### config.mk
export PLATFORM = sky130hd
export DESIGN_NAME = tcp_rx_engine
export DESIGN_NICKNAME = d
export VERILOG_FILES = /design/src/rtl/tcp_pkg.sv /design/src/rtl/tcp_rx_accept_calc.sv /design/src/rtl/tcp_rx_engine.sv
export SDC_FILE = /design/constraint.sdc
export NUM_CORES = 1
export LEC_CHECK = 0
export CAP_MARGIN = 20
export CELL_PAD_IN_SITES_DETAIL_PLACEMENT = 1
export CELL_PAD_IN_SITES_GLOBAL_PLACEMENT = 1
export CORE_ASPECT_RATIO = 0.75
export CORE_MARGIN = 2
export CORE_UTILIZATION = 35
export DETAILED_ROUTE_END_ITERATION = 8
export PLACE_DENSITY_LB_ADDON = 0.12
export SYNTH_ARGS = -nofsm -noshare
export SYNTH_HDL_FRONTEND = slang
export SYNTH_HIERARCHICAL = 1
export SYNTH_SLANG_ARGS = --single-unit
### constraint.sdc
create_clock -name clk -period 4.4 [get_ports clk]
set_input_delay 1.1 -clock clk [delete_from_list [all_inputs] [get_ports clk]]
set_output_delay 1.1 -clock clk [all_outputs]
set_load 0.01 [all_outputs]
### src/rtl/tcp_pkg.sv
// ============================================================================
// tcp_pkg : shared TCP receive-path types, widths and the rx buffer free-space helper
// Rev 1.0
// ============================================================================
`default_nettype none

package tcp_pkg;

    localparam int FLOWID_W         = 4;
    localparam int RX_PAYLOAD_PTR_W = 14;
    localparam int PAYLOAD_ADDR_W   = 32;
    localparam int PAYLOAD_LEN_W    = 16;
    localparam int TCP_FLAG_ACK     = 4;

    localparam logic [RX_PAYLOAD_PTR_W:0] RX_BUF_SIZE = {1'b1, {RX_PAYLOAD_PTR_W{1'b0}}};

    typedef struct packed {
        logic [31:0] seq_num;
        logic [31:0] ack_num;
        logic [7:0]  flags;
    } tcp_pkt_hdr;

    typedef struct packed {
        logic [PAYLOAD_ADDR_W-1:0] addr;
        logic [PAYLOAD_LEN_W-1:0]  len;
    } payload_buf_struct;

    typedef struct packed {
        logic [31:0] ack_num;
    } ack_state_struct;

    typedef struct packed {
        logic [31:0]     their_ack_num;
        ack_state_struct our_ack_state;
    } smol_rx_state_struct;

    typedef struct packed {
        logic [31:0] our_seq_num;
    } smol_tx_state_struct;

    typedef enum logic [1:0] {
        SCHED_NOP   = 2'd0,
        SCHED_SET   = 2'd1,
        SCHED_CLEAR = 2'd2
    } sched_cmd_e;

    typedef struct packed {
        sched_cmd_e cmd;
    } set_clear_struct;

    typedef struct packed {
        logic [FLOWID_W-1:0] flowid;
        set_clear_struct     rt_pend_set_clear;
        set_clear_struct     ack_pend_set_clear;
        set_clear_struct     data_pend_set_clear;
    } sched_cmd_struct;

    // Pointers carry one extra wrap bit so a full buffer is distinguishable from empty.
    function automatic logic [RX_PAYLOAD_PTR_W:0] rx_free_space(
        input logic [RX_PAYLOAD_PTR_W:0] tail,
        input logic [RX_PAYLOAD_PTR_W:0] head
    );
        logic [RX_PAYLOAD_PTR_W:0] used;
        used = tail - head;
        if (used > RX_BUF_SIZE) begin
            return '0;
        end
        return RX_BUF_SIZE - used;
    endfunction

endpackage

`default_nettype wire

### src/rtl/tcp_rx_accept_calc.sv
// ============================================================================
// tcp_rx_accept_calc : combinational ACK / in-order data acceptance and new rx state
// Rev 1.0
// ============================================================================
`default_nettype none

module tcp_rx_accept_calc
    import tcp_pkg::*;
(
    input  logic [31:0]                seq_num,
    input  logic [31:0]                ack_num,
    input  logic                       ack_flag,
    input  logic [PAYLOAD_LEN_W-1:0]   payload_len,
    input  smol_rx_state_struct        rx_state,
    input  smol_tx_state_struct        tx_state,
    input  logic [RX_PAYLOAD_PTR_W:0]  head_ptr,
    output smol_rx_state_struct        new_rx_state,
    output logic                       data_accept,
    output logic                       ack_advance,
    output logic                       ack_pend_set,
    output logic                       state_changed
);

    logic [31:0]               w_ack_delta;
    logic [31:0]               w_ack_window;
    logic [RX_PAYLOAD_PTR_W:0] w_free_space;

    always_comb begin
        w_ack_delta  = ack_num - rx_state.our_ack_state.ack_num;
        w_ack_window = tx_state.our_seq_num - rx_state.our_ack_state.ack_num;
        w_free_space = rx_free_space(rx_state.their_ack_num[RX_PAYLOAD_PTR_W:0], head_ptr);

        // Modular distances make the window test correct across sequence-space wrap.
        ack_advance  = ack_flag && (w_ack_delta != 32'd0) && (w_ack_delta <= w_ack_window);
        data_accept  = (payload_len != '0) &&
                       (seq_num == rx_state.their_ack_num) &&
                       (32'(payload_len) <= 32'(w_free_space));
        ack_pend_set = (payload_len != '0);

        new_rx_state = rx_state;
        if (ack_advance) begin
            new_rx_state.our_ack_state.ack_num = ack_num;
        end
        if (data_accept) begin
            new_rx_state.their_ack_num = rx_state.their_ack_num + 32'(payload_len);
        end
        state_changed = ack_advance | data_accept;
    end

endmodule

`default_nettype wire

### src/rtl/tcp_rx_engine.sv
// ============================================================================
// tcp_rx_engine : per-segment receive engine (state read, accept calc, commit/sched/writeback)
// Rev 1.0
// ============================================================================
`default_nettype none

module tcp_rx_engine
    import tcp_pkg::*;
(
    input  logic                        clk,
    input  logic                        rst_n,

    input  logic                        rx_pkt_val,
    output logic                        rx_pkt_rdy,
    input  logic [FLOWID_W-1:0]         rx_pkt_flowid,
    input  tcp_pkt_hdr                  rx_pkt_hdr,
    input  payload_buf_struct           rx_pkt_payload,

    output logic [FLOWID_W-1:0]         rx_state_rd_req_addr,
    input  smol_rx_state_struct         rx_state_rd_resp_data,
    input  smol_tx_state_struct         tx_state_rd_resp_data,
    input  logic [RX_PAYLOAD_PTR_W:0]   rx_head_ptr_rd_resp_data,

    output logic                        rx_state_wr_req_val,
    output logic [FLOWID_W-1:0]         rx_state_wr_req_addr,
    output smol_rx_state_struct         rx_state_wr_req_data,

    output logic                        commit_val,
    input  logic                        commit_rdy,
    output payload_buf_struct           commit_desc,
    output logic [RX_PAYLOAD_PTR_W-1:0] commit_dst_addr,

    output logic                        sched_update_val,
    input  logic                        sched_update_rdy,
    output sched_cmd_struct             sched_update_cmd
);

    typedef enum logic [1:0] {
        ST_IDLE = 2'd0,
        ST_RD   = 2'd1,
        ST_CALC = 2'd2,
        ST_OUT  = 2'd3
    } state_e;

    state_e                      r_state;
    state_e                      w_next_state;

    logic                        r_ready_en;
    logic [FLOWID_W-1:0]         r_flowid;
    tcp_pkt_hdr                  r_hdr;
    payload_buf_struct           r_payload;
    smol_rx_state_struct         r_new_rx_state;
    logic [RX_PAYLOAD_PTR_W-1:0] r_dst_addr;
    sched_cmd_struct             r_sched_cmd;
    logic                        r_wr_pend;
    logic                        r_commit_pend;
    logic                        r_sched_pend;

    smol_rx_state_struct         w_new_rx_state;
    logic                        w_data_accept;
    logic                        w_ack_advance;
    logic                        w_ack_pend_set;
    logic                        w_state_changed;
    logic                        w_commit_done;
    logic                        w_sched_done;
    logic                        w_unused_flags;

    assign w_unused_flags = ^{r_hdr.flags[7:TCP_FLAG_ACK+1], r_hdr.flags[TCP_FLAG_ACK-1:0]};

    tcp_rx_accept_calc u_accept_calc (
        .seq_num       (r_hdr.seq_num),
        .ack_num       (r_hdr.ack_num),
        .ack_flag      (r_hdr.flags[TCP_FLAG_ACK]),
        .payload_len   (r_payload.len),
        .rx_state      (rx_state_rd_resp_data),
        .tx_state      (tx_state_rd_resp_data),
        .head_ptr      (rx_head_ptr_rd_resp_data),
        .new_rx_state  (w_new_rx_state),
        .data_accept   (w_data_accept),
        .ack_advance   (w_ack_advance),
        .ack_pend_set  (w_ack_pend_set),
        .state_changed (w_state_changed)
    );

    always_ff @(posedge clk or negedge rst_n) begin
        if (!rst_n) begin
            r_state <= ST_IDLE;
        end else begin
            r_state <= w_next_state;
        end
    end

    always_comb begin
        w_commit_done = !r_commit_pend || commit_rdy;
        w_sched_done  = !r_sched_pend  || sched_update_rdy;
        w_next_state  = r_state;
        case (r_state)
            ST_IDLE: if (rx_pkt_val && rx_pkt_rdy) w_next_state = ST_RD;
            ST_RD:   w_next_state = ST_CALC;
            ST_CALC: w_next_state = ST_OUT;
            ST_OUT:  if (w_commit_done && w_sched_done) w_next_state = ST_IDLE;
            default: w_next_state = ST_IDLE;
        endcase
    end

    always_comb begin
        rx_pkt_rdy          = (r_state == ST_IDLE) && r_ready_en;
        rx_state_wr_req_val = (r_state == ST_OUT) && r_wr_pend;
        commit_val          = (r_state == ST_OUT) && r_commit_pend;
        sched_update_val    = (r_state == ST_OUT) && r_sched_pend;
    end

    always_ff @(posedge clk or negedge rst_n) begin
        if (!rst_n) begin
            r_ready_en     <= 1'b0;
            r_flowid       <= '0;
            r_hdr          <= '0;
            r_payload      <= '0;
            r_new_rx_state <= '0;
            r_dst_addr     <= '0;
            r_sched_cmd    <= '0;
            r_wr_pend      <= 1'b0;
            r_commit_pend  <= 1'b0;
            r_sched_pend   <= 1'b0;
        end else begin
            r_ready_en <= 1'b1;
            if ((r_state == ST_IDLE) && rx_pkt_val && rx_pkt_rdy) begin
                r_flowid  <= rx_pkt_flowid;
                r_hdr     <= rx_pkt_hdr;
                r_payload <= rx_pkt_payload;
            end
            if (r_state == ST_CALC) begin
                r_new_rx_state <= w_new_rx_state;
                r_dst_addr     <= rx_state_rd_resp_data.their_ack_num[RX_PAYLOAD_PTR_W-1:0];
                r_sched_cmd.flowid                  <= r_flowid;
                r_sched_cmd.rt_pend_set_clear.cmd   <= SCHED_NOP;
                r_sched_cmd.ack_pend_set_clear.cmd  <= w_ack_pend_set ? SCHED_SET : SCHED_NOP;
                r_sched_cmd.data_pend_set_clear.cmd <= SCHED_NOP;
                r_wr_pend     <= w_state_changed;
                r_commit_pend <= w_data_accept;
                r_sched_pend  <= w_ack_pend_set | w_ack_advance;
            end
            // Writeback is a single-cycle pulse on OUT entry; the other two wait for their rdy.
            if (r_state == ST_OUT) begin
                r_wr_pend <= 1'b0;
                if (commit_rdy) r_commit_pend <= 1'b0;
                if (sched_update_rdy) r_sched_pend <= 1'b0;
            end
        end
    end

    assign rx_state_rd_req_addr = r_flowid;
    assign rx_state_wr_req_addr = r_flowid;
    assign rx_state_wr_req_data = r_new_rx_state;
    assign commit_desc          = r_payload;
    assign commit_dst_addr      = r_dst_addr;
    assign sched_update_cmd     = r_sched_cmd;

endmodule

`default_nettype wire
==> results.yml <==
# synthesis and place-and-route metrics
sta:
  tns_ns: -94.96
  worst_pin_slew_ns: 0.788
  layout_setup_ws_ns: -1.78
  max_freq_mhz: 162
  setup_viol: 67
  fin_crit_sh_pct: 140
  timing.hold.ws_ns: 0.504
  rsz0062_at_grt: "true"
  slew_violations: 0
global_route:
  grtUsageTotal_pct: 26.4
  antenna_found_initial: 4
  grt_pass1_wl_um: 96100
logic_synthesis:
  yosys-top-cells-count: "dfrtp_1, mux2_2, ha_1"
  ys_seq_share_pct: 32.9
  synthArstFlopShare_pct: 100
  ys_cells: 1529
  edf_count: 0
  avgSynthCellArea_um2: 10.2
  yosys_area_um2: 15700
  ys_ff: 206
  top_cell: "dfrtp_1"
  syn_area_um2: 15700
  topCellsByArea: "dfrtp_1, mux2_2, ha_1"
  top_area_share_pct: 32.9
  flop_cell: "dfrtp_1"
floorplan:
  die-area_um2: 46500
  num_rows: 67
  core_um2: 44400
  fp.dieH_um: 187
  initCoreUtil_pct: 35.3
clock_tree:
  clk_pin_slew_ns: 0.06
  cts_made_buffers: 25
  clk_path_buf_depth: 3
  root_buffer: "clkbuf_16"
  htreeDepth: 1
  tritoncts: "yes"
critical_path:
  path_common_cell: "a21o_1"
  cp_max_fo: 5
  worst_setup_path_end_kind: "register"
  startpoint: "rx_state_rd_resp_data[32]"
  worstPathRequired_ns: 4.85
  crit_slowest_cell: "or4_4"
  rr_startpoint: "r_hdr[24]$_DFFE_PN0P_"
finish:
  layout-drive-gt1-share_pct: 39.4
  regArea_um2: 5150
  fin_area_um2: 25600
  area_delta_synth_final_pct: 63.6
  logic_area_um2: 11200
  n_fill_cell: 4784
placed_design:
  pre_cts_ws_ns: -2.83
  gp_congestion: 0.878
  place_area_um2: 23200
  post-dp-hpwl_um: 47500
route:
  drc: 0
  final_antenna_net_count: 0
  vias_per_cell: 5.22
  drtIter0Drc: 661
  routed_wl_um: 63200
power:
  ir_drop_uv: 392
outcome:
  violations: "setup timing"
  status: "finished, violations left"
min_path:
  hold_class: "reg2reg"
  hold_start: "commit_desc[22]$_DFFE_PN0P_"
per-stage QoR:
stage / power (W) / util [%] / cells
finish: 0.0179 / 57.7 / 2914
global route: 0.0190 / 57.7 / 2914
CTS: 0.0176 / 56.7 / 2896
detailed placement: 0.0144 / 52.1 / 2812
global placement: 0.0140 / 52.1 / 2812
floorplan: 0.00936 / - / 1533
placed cells by master, fill, tap and decap left out, types with 17 or more instances in the layout:
cell             netlist  routed
a21o_1                55      54
a21oi_1               73      53
a21oi_2                1      20
buf_4                  9     401
clkbuf_16              0      25
clkdlybuf4s50_1        0     336
dfrtp_1              206     206
dlygate4sd2_1          0      17
ha_1                 142     113
ha_4                   0      26
inv_1                 77      57
inv_2                  1      18
mux2_2               174     111
mux2_4                58     121
nand2_1               88      67
nand3_1               25      22
nand4_1               23      23
nor2_1                70      62
o21a_1                21      21
o21ai_0               58      32
xnor2_1               74      69
xor2_1                57      54
metal layers:
layer	vias up	GRT usage, %	part of all wire (%)
li1	7115	-	-
met1	7650	38.7	48
met2	369	40.7	44
met3	60	4.59	5.8
met4	4	5.11	1.8
met5	-	0	0.048
kinds of logic (layout without fill, tap and decap cells):
logic type               after synthesis  in the layout  share of synthesized area (%)
flip-flops                           206            206                           32.9
multiplexers                         236            236                           18.3
AND/OR/NAND/NOR                      359            359                           11.9
XOR/XNOR                             131            131                           7.32
adder cells (fa/ha/maj)              146            146                           11.9
buffers and inverters                134            927                           3.96
AND-OR/OR-AND                        315            315                           13.7
other                                  2              8                         0.0479
report_power, final:
part | internal [W] | total (W) | switching (W)
clock | 0.00132 | 0.00221 | 0.000891
combinational | 0.00682 | 0.0120 | 0.00520
sequential | 0.00287 | 0.00369 | 0.000827
final timing paths:
path / slack, ns / to / depth (start not counted)
worst max register to register: -0.77 / rx_state_wr_req_data[18]$_DFFE_PN0N_ / 24
worst min-delay path: 0.50 / commit_desc[22]$_DFFE_PN0P_ / 1
min in group asynchronous: 0.51 / commit_dst_addr[10]$_DFFE_PN0N_ / 1
worst max-delay path: -1.78 / rx_state_wr_req_data[57]$_DFFE_PN0N_ / 30
max in group asynchronous: 2.95 / r_hdr[31]$_DFFE_PN0P_ / 2
worst min register to register: 0.50 / commit_desc[22]$_DFFE_PN0P_ / 1
worst max-delay path: cells and delay by family:
family | cells | cell delay (ns)
adder cells (fa/ha/maj) | 3 | 0.69
AND/OR/NAND/NOR | 7 | 1.63
AND-OR/OR-AND | 13 | 2.31
buffers and inverters | 4 | 0.33
XOR/XNOR | 2 | 0.27
multiplexers | 1 | 0.26
repair_timing:
action                     in CTS  in global routing
pin swaps                      92                 87
gates resized                 244                 77
cloned                          7                  0
buffers inserted               40                 19
setup endpoints to repair      67                 67
area by class of cell:
type	count	area share, %
diodes	2	0.0195
clock buffers	34	2.81
clock inverters	8	0.537
inverters	78	1.22
multi-input cells	1193	43.9
flip-flops and latches	206	20.1
well taps	586	2.86
repair buffers	807	28.6
registers in the layout, summed over array words and instances, names as in the netlist:
name and flops:
commit_dst_addr 14, r_commit_pend 1, r_ready_en 1, commit_desc 48
rx_state_wr_req_data 64, sched_update_cmd 5, r_hdr 65, rx_state_rd_req_addr 4
r_sched_pend 1, r_state 2, r_wr_pend 1
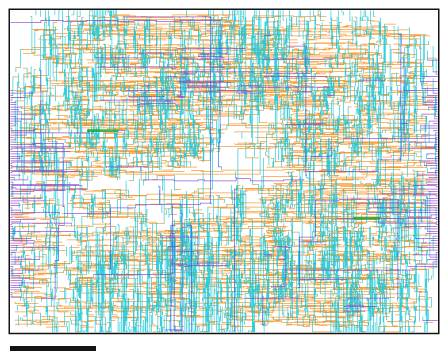
Figure 1: signal wires by layer.
Scale bar: 50 µm.
[cyan] met2 | wire length: 27.9 mm
[blue] met4 | wire length: 1110 µm
[purple] met3 | wire length: 3640 µm
[green] met5 | wire length: 30.4 µm
[orange] met1 | wire length: 30.5 mm

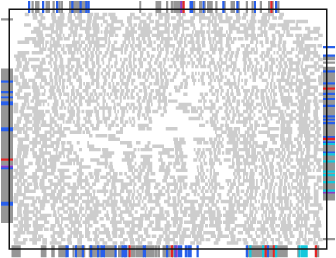
Figure 2: I/O pins on the die edge.
Pins as bars across the die edge, other pins in grey.
[blue] rx_state_wr_req_data | pins: 64 | direction: output | edge: 27 south, 14 north, 13 east, 10 west
[red] sched_update_cmd | pins: 10 | direction: output | edge: 5 south, 2 north, 2 east, 1 west
[cyan] rx_head_ptr_rd_resp_data | pins: 15 | direction: input | edge: 8 south, 7 east
[purple] rx_state_rd_req_addr | pins: 4 | direction: output | edge: 1 north, 1 south, 1 east, 1 west

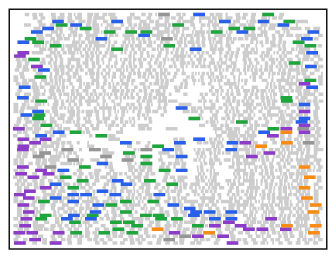
Figure 3: where the registers sit.
Other sequential cells in the stronger grey, the rest of the logic in the fainter grey.
[orange] commit_dst_addr | sequential cells: 14
[purple] commit_desc | sequential cells: 48
[green] r_hdr | sequential cells: 65 | where: all over the die
[blue] rx_state_wr_req_data | sequential cells: 64 | where: all over the die
not coloured: 15

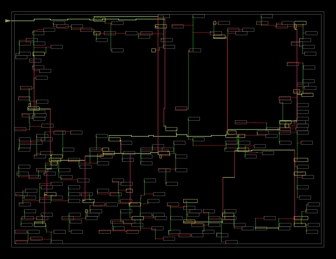
Figure 4: clock wiring as the flow saved it.
clk latency late pin: 0.57 ns
CTS Sinks: 206
Clk. pwr: 0.00221 W

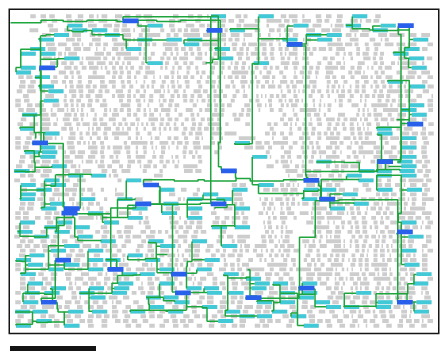
Figure 5: routed clock nets over the placement.
Scale bar: 50 µm.
[blue] cells driving clock nets | count: 25
[cyan] flip-flops | count: 206
[green] clock wires | length: 3550 µm
flops lie: all over the die
routed clock nets: 26

Power is estimated from default activity; no workload was simulated.
